**src/rtl/config_pkg.sv**
```systemverilog
// config_pkg: config-bus type codes, default header magic and loader state encoding
//   CONFIG_* : tile config type field values; tile decoders import these
//   DEFAULT_MAGIC : expected header[31:16]
//   state_e : loader FSM states
package config_pkg;
  localparam logic [15:0] CONFIG_SB     = 16'd7;
  localparam logic [15:0] CONFIG_CB0    = 16'd6;
  localparam logic [15:0] CONFIG_CB1    = 16'd5;
  localparam logic [15:0] CONFIG_CLB    = 16'd4;
  localparam logic [15:0] CONFIG_IDLE   = 16'd0;
  localparam logic [15:0] DEFAULT_MAGIC = 16'hC0F1;
  typedef enum logic [2:0] {
    ST_IDLE, ST_HEADER, ST_ADDR, ST_DATA, ST_WRITE, ST_DONE, ST_ERR
  } state_e;
endpackage

```
**src/rtl/config_loader.sv**
```systemverilog
// config_loader: turns a header + {addr,data} word stream into held config-bus writes
//   clk, reset (async, active-low), start (load pulse)
//   in_data/in_valid/in_ready : 32-bit word stream
//   config_addr/config_data : broadcast config bus, IDLE_ADDR/0 when not writing
//   busy, done (sticky), error (sticky), writes_issued : load status
module config_loader
  import config_pkg::*;
#(
  parameter int unsigned HOLD_CYCLES = 1,
  parameter logic [15:0] MAGIC       = DEFAULT_MAGIC,
  parameter logic [31:0] IDLE_ADDR   = 32'h0000_0000
) (
  input  logic        clk,
  input  logic        reset,
  input  logic        start,
  input  logic [31:0] in_data,
  input  logic        in_valid,
  output logic        in_ready,
  output logic [31:0] config_addr,
  output logic [31:0] config_data,
  output logic        busy,
  output logic        done,
  output logic        error,
  output logic [15:0] writes_issued
);
  localparam int HW = (HOLD_CYCLES > 1) ? $clog2(HOLD_CYCLES) : 1;
  localparam logic [HW-1:0] HOLD_LOAD = HW'(HOLD_CYCLES - 1);
  state_e state_q, state_d;
  logic [15:0] remaining_q, writes_q;
  logic [31:0] addr_q, bus_addr_q, bus_data_q;
  logic [HW-1:0] hold_q;
  logic done_q, error_q;
  logic xfer, start_ok, hdr_ok, hold_end, last_rec;
  assign xfer     = in_valid && in_ready;
  assign start_ok = start && (state_q inside {ST_IDLE, ST_DONE, ST_ERR});
  assign hdr_ok   = in_data[31:16] == MAGIC;
  assign hold_end = hold_q == '0;
  assign last_rec = remaining_q == 16'd1;
  always_ff @(posedge clk or negedge reset) begin
    if (!reset) state_q <= ST_IDLE;
    else        state_q <= state_d;
  end
  always_comb begin
    state_d = state_q;
    case (state_q)
      ST_IDLE, ST_DONE, ST_ERR: state_d = start ? ST_HEADER : state_q;
      ST_HEADER: if (xfer) state_d = !hdr_ok ? ST_ERR : (in_data[15:0] == 16'd0 ? ST_DONE : ST_ADDR);
      ST_ADDR:   if (xfer) state_d = ST_DATA;
      ST_DATA:   if (xfer) state_d = ST_WRITE;
      ST_WRITE:  if (hold_end) state_d = last_rec ? ST_DONE : ST_ADDR;
      default:   state_d = ST_IDLE;
    endcase
  end
  always_comb begin
    in_ready = state_q inside {ST_HEADER, ST_ADDR, ST_DATA};
    busy     = state_q inside {ST_HEADER, ST_ADDR, ST_DATA, ST_WRITE};
  end
  // Bus registers are loaded on the DATA transfer and cleared on the last hold
  // cycle, so the bus only ever changes on a clock edge or an async reset.
  always_ff @(posedge clk or negedge reset) begin
    if (!reset) begin
      remaining_q <= '0;
      writes_q    <= '0;
      addr_q      <= '0;
      bus_addr_q  <= IDLE_ADDR;
      bus_data_q  <= '0;
      hold_q      <= '0;
      done_q      <= 1'b0;
      error_q     <= 1'b0;
    end else begin
      if (start_ok) begin
        writes_q <= '0;
        done_q   <= 1'b0;
        error_q  <= 1'b0;
      end
      if (state_q == ST_HEADER && xfer) begin
        remaining_q <= in_data[15:0];
        error_q     <= !hdr_ok;
        done_q      <= hdr_ok && in_data[15:0] == 16'd0;
      end
      if (state_q == ST_ADDR && xfer) addr_q <= in_data;
      if (state_q == ST_DATA && xfer) begin
        bus_addr_q <= addr_q;
        bus_data_q <= in_data;
        hold_q     <= HOLD_LOAD;
      end
      if (state_q == ST_WRITE) begin
        hold_q <= hold_end ? hold_q : hold_q - HW'(1);
        if (hold_end) begin
          bus_addr_q  <= IDLE_ADDR;
          bus_data_q  <= '0;
          writes_q    <= writes_q + 16'd1;
          remaining_q <= remaining_q - 16'd1;
          done_q      <= last_rec;
        end
      end
    end
  end
  assign config_addr   = bus_addr_q;
  assign config_data   = bus_data_q;
  assign done          = done_q;
  assign error         = error_q;
  assign writes_issued = writes_q;
endmodule

```
**config.mk**
```make
export PLATFORM = sky130hd
export DESIGN_NAME = config_loader
export DESIGN_NICKNAME = d
export VERILOG_FILES = /design/src/rtl/config_pkg.sv /design/src/rtl/config_loader.sv
export SDC_FILE = /design/constraint.sdc
export NUM_CORES = 1
export LEC_CHECK = 0
export CORE_UTILIZATION = 46
export CTS_BUF_LIST = sky130_fd_sc_hd__clkbuf_16
export DETAILED_ROUTE_END_ITERATION = 7
export GPL_ROUTABILITY_DRIVEN = 1
export PLACE_DENSITY = 0.76
export SYNTH_ARGS = -nofsm -noshare
export SYNTH_HDL_FRONTEND = slang
export SYNTH_SLANG_ARGS = --single-unit
```
**constraint.sdc**
```tcl
create_clock -name clk -period 1.8 [get_ports clk]
set_clock_uncertainty 0.2 [all_clocks]
set_input_delay 0.36 -clock clk [delete_from_list [all_inputs] [get_ports clk]]
set_output_delay 0.36 -clock clk [all_outputs]
set_load 0.05 [all_outputs]
```
Fig. 1: run 1, met2 routing
(4 px per um)
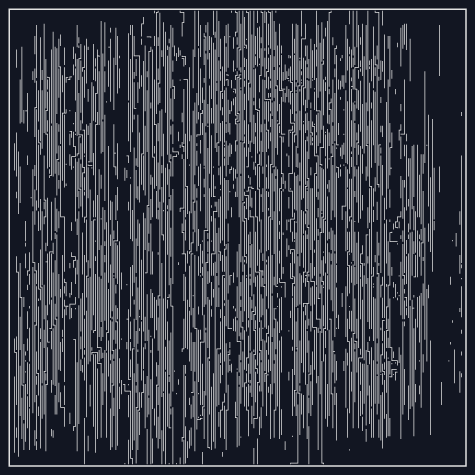
nets with wire on the layer: 759
wire length on this layer: 13,100 um
share of all routed wire: 48%
longest straight run: 46.6 um
DR vias: 6,018
final wirelength: 27,100 um
GR Layer Usage met2: 0.618

Fig. 2: run 1, placement view
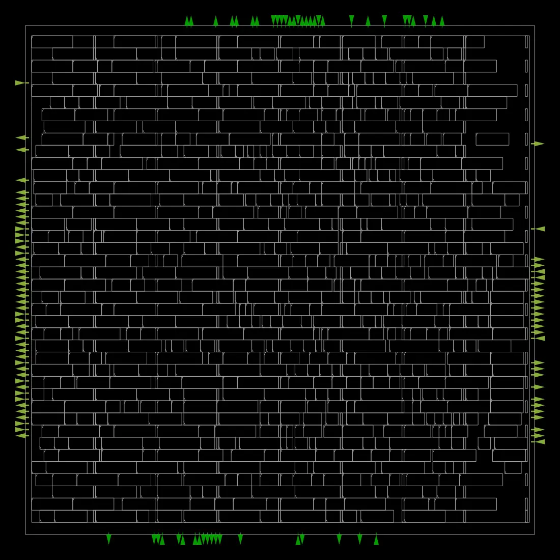
CORE AREA: 12,100 sq um
tally of non-filler cells in the final layout: 927
Filler Cell Count: 425
n_taps: 168

==> run notes <==
impl run done, here's what came out: cell count along the critical path 9, DIE AREA 13,000 sq um, DP HPWL ~11,000 um, Clock buf/inv share 0.0552, Avg Cell Area, Syn 11.7 sq um, I/O pin total 120, yosys stat cell total between 400 and 500, sw power 8.58 mW, Final setup violation count 135, Worst Setup End Kind flop, cell type taking the most area buffers, status finished with violations, combinational gates between 300 and 400, Cell area leaders dfrtp_1, a22o_1, mux2_2, simple-gate share of the synthesized area 0.141, num rows around 40, die width 114 um, Clock Path Buffers 2, Signal buffers 263, failing checks negative setup slack, first-pass GRT wire length around 35,000 um, # Post-CTS Setup Buffers 43, Met3 Routed Length 2880 um, Clock group 3.70 mW, fmax 448 MHz, CP bufs+invs 5, Slew Viols, Final 0, Met1 Wirelength 9370 um, final worst slack -0.433 ns, worst reg2reg startpoint state_q[0], Distinct cells, synth approximately 60, CP Max Fanout 5, Vert. Die Dim about 110 um, pre-CTS WS -0.725 ns, ao+oa area frac 0.161, Seq. pwr 5.56 mW, Worst Hold Class input port to asynchronous set/reset pin, port buffer count roughly 120, Seq/Total Area, Yosys 0.579
Fig. 3: run 1, signal wires by layer
(2 px per um) Two of the layers only.
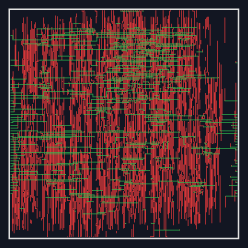
[met3] green | wire length: 2,880 um
[met2] red | wire length: 13,100 um
DR WL/cell: 29.2 um
Overall Global Routing Usage: 0.370

No activity file was given, so power comes from the tool's default toggle rates.
